File: src/rtl/echo_medidor_if.sv
// Sensor handshake and SD distance-code bus of the ultrasonic ranger front end.
interface echo_medidor_if;
    logic enable;
    logic echo;
    logic trig;
    logic busy;
    logic valid;
    logic SD1;
    logic SD2;
    logic SD3;
    logic SD4;
    logic SD5;

    // Ranger side: consumes enable/echo, produces trigger, status and distance code
    modport master (
        input  enable,
        input  echo,
        output trig,
        output busy,
        output valid,
        output SD1,
        output SD2,
        output SD3,
        output SD4,
        output SD5
    );

    // Controller/sensor/display side
    modport slave (
        output enable,
        output echo,
        input  trig,
        input  busy,
        input  valid,
        input  SD1,
        input  SD2,
        input  SD3,
        input  SD4,
        input  SD5
    );
endinterface

File: src/rtl/echo_medidor.sv
// Ultrasonic ranger front end: fires the trigger, times the echo pulse and
// converts its width into a 5-bit distance band code held on SD1..SD5.
// Codes: 0..MAX_BAND distance band, 30 out of range, 31 no echo.
module echo_medidor #(
    parameter int unsigned TRIG_CYCLES    = 500,
    parameter int unsigned CYCLES_PER_CM  = 2900,
    parameter int unsigned BAND_CM        = 4,
    parameter int unsigned TIMEOUT_CYCLES = 1500000,
    parameter int unsigned MAX_BAND       = 29,
    parameter int unsigned HOLDOFF_CYCLES = 3000000
) (
    input  logic           clk,
    input  logic           rst,
    echo_medidor_if.master bus
);
    localparam int unsigned CNT_MAX0 = (TRIG_CYCLES > TIMEOUT_CYCLES) ? TRIG_CYCLES : TIMEOUT_CYCLES;
    localparam int unsigned CNT_MAX  = (CNT_MAX0 > HOLDOFF_CYCLES) ? CNT_MAX0 : HOLDOFF_CYCLES;
    localparam int unsigned CNT_W    = $clog2(CNT_MAX + 1);
    localparam int unsigned SUB_W    = $clog2(CYCLES_PER_CM + 1);
    localparam int unsigned CM_W     = $clog2(BAND_CM + 1);
    localparam logic [4:0]  CODE_OOR = 5'd30;
    localparam logic [4:0]  CODE_TMO = 5'd31;

    typedef enum logic [2:0] {
        S_IDLE,
        S_TRIG,
        S_WAIT_ECHO,
        S_MEASURE,
        S_RESULT,
        S_HOLDOFF
    } state_t;

    state_t           r_state;
    logic             r_echo_m;
    logic             r_echo_s;
    logic [CNT_W-1:0] r_cnt;
    logic [SUB_W-1:0] r_sub;
    logic [CM_W-1:0]  r_cm;
    logic [4:0]       r_band;
    logic             r_ovf;
    logic             r_trig;
    logic             r_busy;
    logic             r_valid;
    logic [4:0]       r_sd;

    logic w_cm_done;
    logic w_band_done;
    logic w_timeout;

    assign w_cm_done   = (r_sub == SUB_W'(CYCLES_PER_CM - 1));
    assign w_band_done = w_cm_done && (r_cm == CM_W'(BAND_CM - 1));
    assign w_timeout   = (r_cnt == CNT_W'(TIMEOUT_CYCLES - 1));

    assign bus.trig  = r_trig;
    assign bus.busy  = r_busy;
    assign bus.valid = r_valid;
    assign {bus.SD1, bus.SD2, bus.SD3, bus.SD4, bus.SD5} = r_sd;

    // Two-flop synchroniser for the asynchronous echo input
    always_ff @(posedge clk or posedge rst) begin
        if (rst) begin
            r_echo_m <= 1'b0;
            r_echo_s <= 1'b0;
        end else begin
            r_echo_m <= bus.echo;
            r_echo_s <= r_echo_m;
        end
    end

    // Echo width accumulation: cycles -> cm -> band, freezing once past MAX_BAND.
    // The rising-edge cycle seen in WAIT_ECHO is counted too, so N high cycles give N steps.
    always_ff @(posedge clk or posedge rst) begin
        if (rst) begin
            r_sub  <= '0;
            r_cm   <= '0;
            r_band <= '0;
            r_ovf  <= 1'b0;
        end else if (r_state == S_TRIG) begin
            r_sub  <= '0;
            r_cm   <= '0;
            r_band <= '0;
            r_ovf  <= 1'b0;
        end else if ((r_state == S_WAIT_ECHO || r_state == S_MEASURE) && r_echo_s && !r_ovf) begin
            if (w_band_done) begin
                r_sub <= '0;
                r_cm  <= '0;
                if (r_band == 5'(MAX_BAND)) begin
                    r_ovf <= 1'b1;
                end else begin
                    r_band <= r_band + 5'd1;
                end
            end else if (w_cm_done) begin
                r_sub <= '0;
                r_cm  <= r_cm + CM_W'(1);
            end else begin
                r_sub <= r_sub + SUB_W'(1);
            end
        end
    end

    // Measurement sequencer with registered trig/busy/valid/SD outputs
    always_ff @(posedge clk or posedge rst) begin
        if (rst) begin
            r_state <= S_IDLE;
            r_cnt   <= '0;
            r_trig  <= 1'b0;
            r_busy  <= 1'b0;
            r_valid <= 1'b0;
            r_sd    <= '0;
        end else begin
            case (r_state)
                S_IDLE: begin
                    if (bus.enable) begin
                        r_state <= S_TRIG;
                        r_trig  <= 1'b1;
                        r_busy  <= 1'b1;
                        r_cnt   <= '0;
                    end
                end
                S_TRIG: begin
                    if (r_cnt == CNT_W'(TRIG_CYCLES - 1)) begin
                        r_state <= S_WAIT_ECHO;
                        r_trig  <= 1'b0;
                        r_cnt   <= '0;
                    end else begin
                        r_cnt <= r_cnt + CNT_W'(1);
                    end
                end
                S_WAIT_ECHO: begin
                    if (r_echo_s) begin
                        r_state <= S_MEASURE;
                        r_cnt   <= '0;
                    end else if (w_timeout) begin
                        r_state <= S_RESULT;
                        r_sd    <= CODE_TMO;
                        r_valid <= 1'b1;
                    end else begin
                        r_cnt <= r_cnt + CNT_W'(1);
                    end
                end
                S_MEASURE: begin
                    // r_cnt stays 0 until overflow, then bounds the wait for echo to fall
                    if (!r_echo_s) begin
                        r_state <= S_RESULT;
                        r_sd    <= r_ovf ? CODE_OOR : r_band;
                        r_valid <= 1'b1;
                    end else if (r_ovf) begin
                        if (w_timeout) begin
                            r_state <= S_RESULT;
                            r_sd    <= CODE_OOR;
                            r_valid <= 1'b1;
                        end else begin
                            r_cnt <= r_cnt + CNT_W'(1);
                        end
                    end
                end
                S_RESULT: begin
                    r_state <= S_HOLDOFF;
                    r_valid <= 1'b0;
                    r_cnt   <= '0;
                end
                S_HOLDOFF: begin
                    if (r_cnt == CNT_W'(HOLDOFF_CYCLES - 1)) begin
                        r_state <= S_IDLE;
                        r_busy  <= 1'b0;
                        r_cnt   <= '0;
                    end else begin
                        r_cnt <= r_cnt + CNT_W'(1);
                    end
                end
                default: begin
                    r_state <= S_IDLE;
                    r_trig  <= 1'b0;
                    r_busy  <= 1'b0;
                    r_valid <= 1'b0;
                    r_cnt   <= '0;
                end
            endcase
        end
    end
endmodule

File: src/flat_wrapper.sv
// flat-port wrapper written by rule: the top's interface ports become plain ports
module echo_medidor_flat 
#(
    parameter int unsigned TRIG_CYCLES    = 500,
    parameter int unsigned CYCLES_PER_CM  = 2900,
    parameter int unsigned BAND_CM        = 4,
    parameter int unsigned TIMEOUT_CYCLES = 1500000,
    parameter int unsigned MAX_BAND       = 29,
    parameter int unsigned HOLDOFF_CYCLES = 3000000
)
  (clk, rst, bus_enable, bus_echo, bus_trig, bus_busy, bus_valid, bus_SD1, bus_SD2, bus_SD3, bus_SD4, bus_SD5);
  echo_medidor_if bus_i ();
  input  logic clk;
  input  logic rst;
  input wire logic [$bits(bus_i.enable)-1:0] bus_enable;
  input wire logic [$bits(bus_i.echo)-1:0] bus_echo;
  output wire logic [$bits(bus_i.trig)-1:0] bus_trig;
  output wire logic [$bits(bus_i.busy)-1:0] bus_busy;
  output wire logic [$bits(bus_i.valid)-1:0] bus_valid;
  output wire logic [$bits(bus_i.SD1)-1:0] bus_SD1;
  output wire logic [$bits(bus_i.SD2)-1:0] bus_SD2;
  output wire logic [$bits(bus_i.SD3)-1:0] bus_SD3;
  output wire logic [$bits(bus_i.SD4)-1:0] bus_SD4;
  output wire logic [$bits(bus_i.SD5)-1:0] bus_SD5;
  assign bus_i.enable = bus_enable;
  assign bus_i.echo = bus_echo;
  assign bus_trig = bus_i.trig;
  assign bus_busy = bus_i.busy;
  assign bus_valid = bus_i.valid;
  assign bus_SD1 = bus_i.SD1;
  assign bus_SD2 = bus_i.SD2;
  assign bus_SD3 = bus_i.SD3;
  assign bus_SD4 = bus_i.SD4;
  assign bus_SD5 = bus_i.SD5;
  echo_medidor #(.TRIG_CYCLES(TRIG_CYCLES), .CYCLES_PER_CM(CYCLES_PER_CM), .BAND_CM(BAND_CM), .TIMEOUT_CYCLES(TIMEOUT_CYCLES), .MAX_BAND(MAX_BAND), .HOLDOFF_CYCLES(HOLDOFF_CYCLES)) u_core (.clk(clk), .rst(rst), .bus(bus_i));
endmodule
File: config.mk
export PLATFORM = sky130hd
export DESIGN_NAME = echo_medidor_flat
export DESIGN_NICKNAME = d
export VERILOG_FILES = /design/src/rtl/echo_medidor_if.sv /design/src/rtl/echo_medidor.sv /design/src/flat_wrapper.sv
export SDC_FILE = /design/constraint.sdc
export NUM_CORES = 1
export LEC_CHECK = 0
export ABC_AREA = 1
export ABC_CLOCK_PERIOD_IN_PS = 5150
export CORE_MARGIN = 8
export CORE_UTILIZATION = 45
export CTS_CLUSTER_SIZE = 10
export DETAILED_ROUTE_END_ITERATION = 8
export GPL_ROUTABILITY_DRIVEN = 0
export SLEW_MARGIN = 10
export SYNTH_ARGS = -nofsm -noshare
export SYNTH_HDL_FRONTEND = slang
export SYNTH_SLANG_ARGS = --single-unit
File: constraint.sdc
create_clock -name clk -period 5.15 [get_ports clk]
set_input_delay 1.545 -clock clk [delete_from_list [all_inputs] [get_ports clk]]
set_output_delay 1.545 -clock clk [all_outputs]
set_load 0.02 [all_outputs]
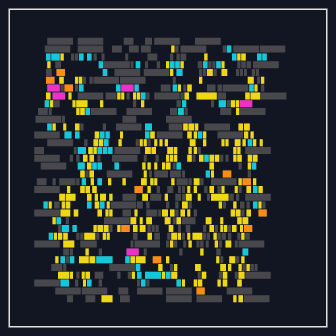
Fig. 1. Logic cells by family (run 1).
Key: adder and majority cells = magenta [cells 5]; XOR/XNOR gates = orange [cells 11]; inverting AOI/OAI gates = cyan [cells 73]; NAND gates = yellow [cells 241]
final standard cell count with taps included and fillers excluded: 686
multi-input gate share of total cell area: 52.0%
Top cell excl fill/tap: sky130_fd_sc_hd__nand2_1

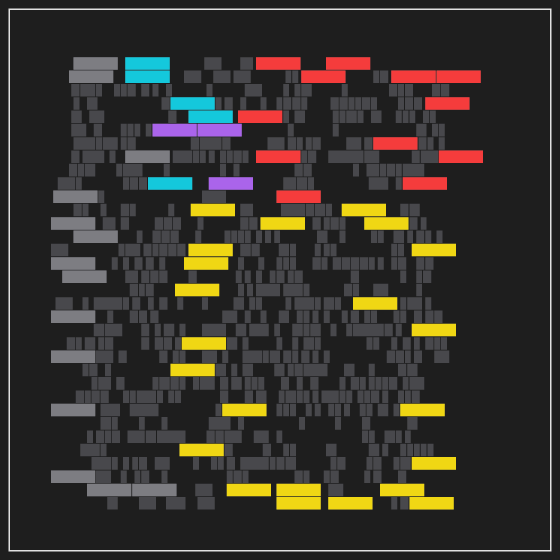
Fig. 2. Where the registers sit (run 1).
Key: u_core.r_cnt = yellow [sequential cells 22]; u_core.r_sub = red [sequential cells 12]; u_core.r_cm = purple [sequential cells 3]; u_core.r_sd = cyan [sequential cells 5]
Power Sequential: 588 uW
Storage cell area: 0.00140 sq mm

==> summary.txt, run 1 <==
Implementation numbers.

- The overall overflow remaining after global route reads 0.
- Per the post-run analysis, buffers plus inverters along the critical path come to 1.
- The clock latency on the worst-skew pair is 0.32 ns.
- The critical-path cell with the highest stage delay reads sky130_fd_sc_hd__clkdlybuf4s50_1.
- According to the timing report, the critical path is captured at bus_valid.
- The row count is 34.
- The final hold slack reads 0.367 ns.
- The async set-or-reset flop fraction in the synthesized netlist reads 100%.
- 423 cells are multi-input combinational gates.
- The total track usage reads 17.8%.
- The start point of the worst min-delay path is u_core.r_echo_m.
- The final-report max-slew violation count is 0.
- The number of post-CTS setup repair buffers reads 0.
- The multiplexer area fraction after synthesis reads 0%.
- The detailed router reports a met2 wire length of 4620 um.
- The run finished with clean final reports.
- The leading register cell type out of synthesis reads sky130_fd_sc_hd__dfrtp_1.
- The area fraction in full adders, half adders and majority gates reads 1.57%.
- Hold repair after CTS inserted 0 buffers.
- The power share of the combinational group is 48.1%.
- The largest cell class by area is combinational gates.
- The portion of total power attributed to the clock network reads 16.2%.
- The layer with the highest usage after global routing is met2.
- According to the Yosys statistics, the synthesized design has a chip area of 0.00399 sq mm.
- The type of origin of the critical path reads a flop.
- The cell area after placement is 0.00418 sq mm.
- Dividing the detail-routed via count by the number of cells gives 5.44.
- The cell leakage power is 1.94 nW.
- In this run, synthesis produced a sequential element count of 56.
- The number of filler instances in the final layout reads 887.
- In this run the number of cells on the critical path is 1.
- The final setup skew reads 0.00969 ns.
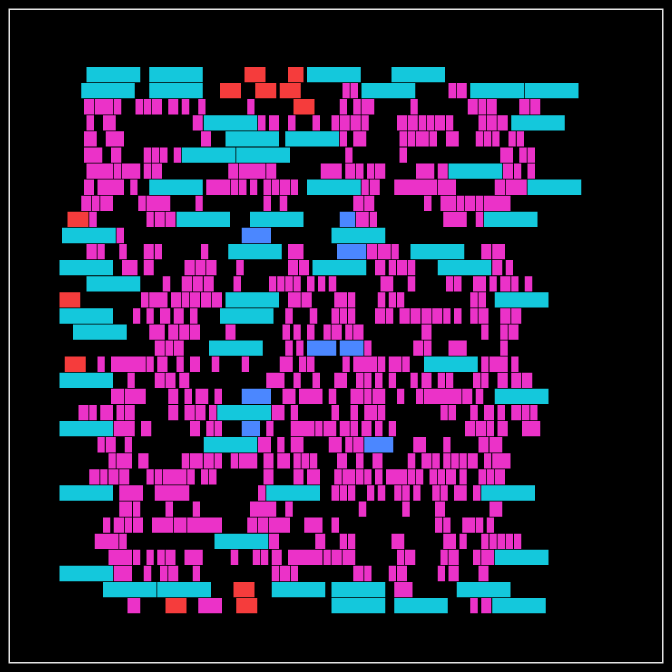
Fig. 3. Cells coloured by class (run 1).
Key: all other logic = magenta [cells 502]; other buffers and delay cells = red [cells 12]; flops = cyan [cells 56]; clock drivers and dummy loads = blue [cells 8]
register share of the cell area: 32.7%
final design instance area without fill: 0.00428 sq mm

## Run 2: what changed since run 1
--- a/config.mk
+++ b/config.mk
@@ -6,7 +6,7 @@
 export NUM_CORES = 1
 export LEC_CHECK = 0
 export ABC_AREA = 1
-export ABC_CLOCK_PERIOD_IN_PS = 5150
+export ABC_CLOCK_PERIOD_IN_PS = 2800
 export CORE_MARGIN = 8
 export CORE_UTILIZATION = 45
 export CTS_CLUSTER_SIZE = 10
==> constraint.sdc (replaced) <==
create_clock -name clk -period 2.8 [get_ports clk]
set_input_delay 0.84 -clock clk [delete_from_list [all_inputs] [get_ports clk]]
set_output_delay 0.84 -clock clk [all_outputs]
set_load 0.02 [all_outputs]
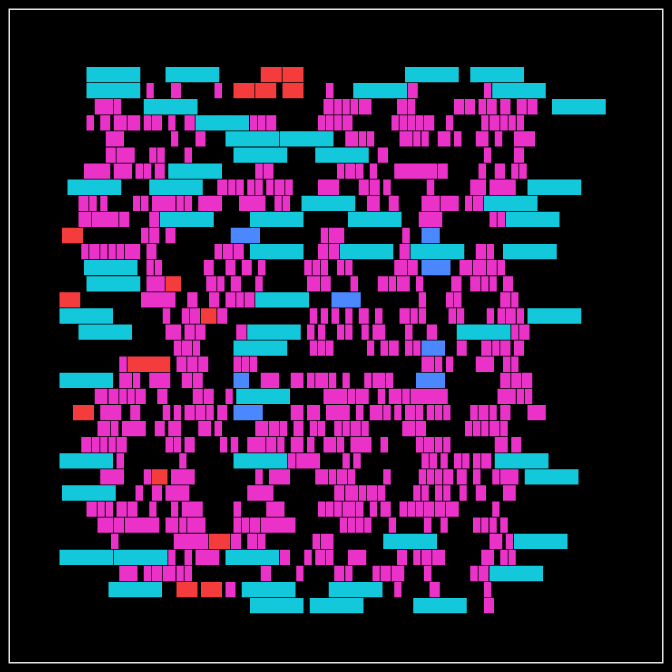
Fig. 4. Cells coloured by class (run 2).
Key: all other logic = magenta [cells 502]; clock drivers and dummy loads = blue [cells 8]; other buffers and delay cells = red [cells 15]; flops = cyan [cells 56]
Core Box Area: 0.00868 sq mm
register share of the cell area: 32.5%
utilization of the core after routing: 49.7%

==> run 2 against run 1 <==
Effect of this change: sequential power increased by 85%; largest cell class unchanged; register-to-register slack got worse by 2.4 ns; clock-buffer cell count unchanged; synthesized cell count unchanged; die area unchanged; final cell count increased by 0.44%; combinational power increased by 87%; first-iteration DRC count decreased by 39%; synthesized area unchanged; clock power increased by 84%; flip-flop count unchanged.
==> summary.txt, run 2 <==
Implementation numbers.

- The type of origin of the critical path is a flop.
- The critical-path cell with the highest stage delay reads sky130_fd_sc_hd__dfrtp_1.
- In the final design, more cell area goes to combinational gates than to any other class.
- The final standard cell count with taps included and fillers excluded is 689.
- The start point of the worst min-delay path reads u_core.r_echo_m.
- The count of hold-fix buffers inserted at cts is 0.
- Per the post-run analysis, buffers plus inverters along the critical path come to 2.
- By instance count after routing, the leading logic cell type is sky130_fd_sc_hd__nand2_1.
- Of the total synthesized cell area, the portion taken by full adders, half adders and majority gates is 1.57%.
- The multi-input combinational cell count reads 423.
- The floorplan has 34 rows.
- The sequential power reported by the tool is 1.09 mW.
- The final instance area reads 0.00431 sq mm.
- Following the worst setup path forward leads to its endpoint at u_core.r_cnt[0].
- For this run, asynchronously set or reset flops after synthesis account for 100%.
- The final setup skew reads 0.0113 ns.
- The final hold slack reads 0.371 ns.
- The final layout report lists a filler cell count of 898.
- The overall overflow remaining after global route is 0.
- The sequential standard cell area reads 0.00140 sq mm.
- The flip-flop and latch count after synthesis is 56.
- The power share of the combinational group reads 48.4%.
- Post-synthesis, Yosys gives the total cell area as 0.00399 sq mm.
- The flow ran to the end, and the final reports show no timing, DRC or antenna violations.
## Run 3: what changed since run 2
--- a/config.mk
+++ b/config.mk
@@ -6,7 +6,7 @@
 export NUM_CORES = 1
 export LEC_CHECK = 0
 export ABC_AREA = 1
-export ABC_CLOCK_PERIOD_IN_PS = 2800
+export ABC_CLOCK_PERIOD_IN_PS = 1800
 export CORE_MARGIN = 8
 export CORE_UTILIZATION = 45
 export CTS_CLUSTER_SIZE = 10
==> constraint.sdc (replaced) <==
create_clock -name clk -period 1.8 [get_ports clk]
set_input_delay 0.54 -clock clk [delete_from_list [all_inputs] [get_ports clk]]
set_output_delay 0.54 -clock clk [all_outputs]
set_load 0.02 [all_outputs]
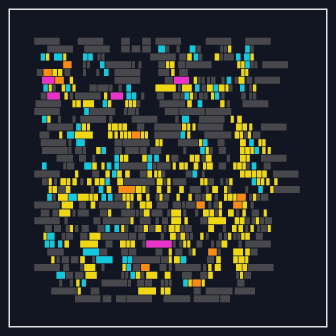
Fig. 5. Logic cells by family (run 3).
Key: NAND gates = yellow [cells 241]; XOR/XNOR gates = orange [cells 11]; adder and majority cells = magenta [cells 5]; inverting AOI/OAI gates = cyan [cells 73, where spread over the die]
multi-input gate share of total cell area: 47.9%
final standard cell count with taps included and fillers excluded: 747

==> run 3 against run 2 <==
Effect of this change: total power up 76%; sequential power grew 53%; first-iteration DRC count rose by 110%.
==> summary.txt, run 3 <==
Implementation numbers.

- The cell leakage power is 2.26 nW.
- The vias per cell is 5.39.
- Clock skew on the completed layout was measured at 0.00937 ns.
- The final hold slack reads 0.368 ns.
- The Yosys chip area is 0.00399 sq mm.
- The total track usage is 18.4%.
- The power share of the combinational group is 52.9%.
- The layer with the highest usage after global routing reads met2.
- According to the timing report, the critical path is captured at u_core.r_state[0].
- The async set-or-reset flop fraction in the synthesized netlist reads 100%.
- Per the STA report, the cell with the highest stage delay on the worst path is sky130_fd_sc_hd__dfrtp_1.
- STA classifies the critical path startpoint as a flop.
- The row count is 34.
- 423 cells are multi-input combinational gates.
- The cell area after placement is 0.00458 sq mm.
- The run finished with clean final reports.
- Clock latency on the worst-skew pair, taken at its later pin, is 0.32 ns.
- The number of cells on the critical path reads 10.
- The count of hold-fix buffers inserted at cts reads 0.
- The most used logic cell in the final layout reads sky130_fd_sc_hd__nand2_1.
- The final instance area is 0.00490 sq mm.
- The largest cell class by area is combinational gates.
- The sequential standard cell area is 0.00141 sq mm.
Power is estimated from default activity; no workload was simulated.
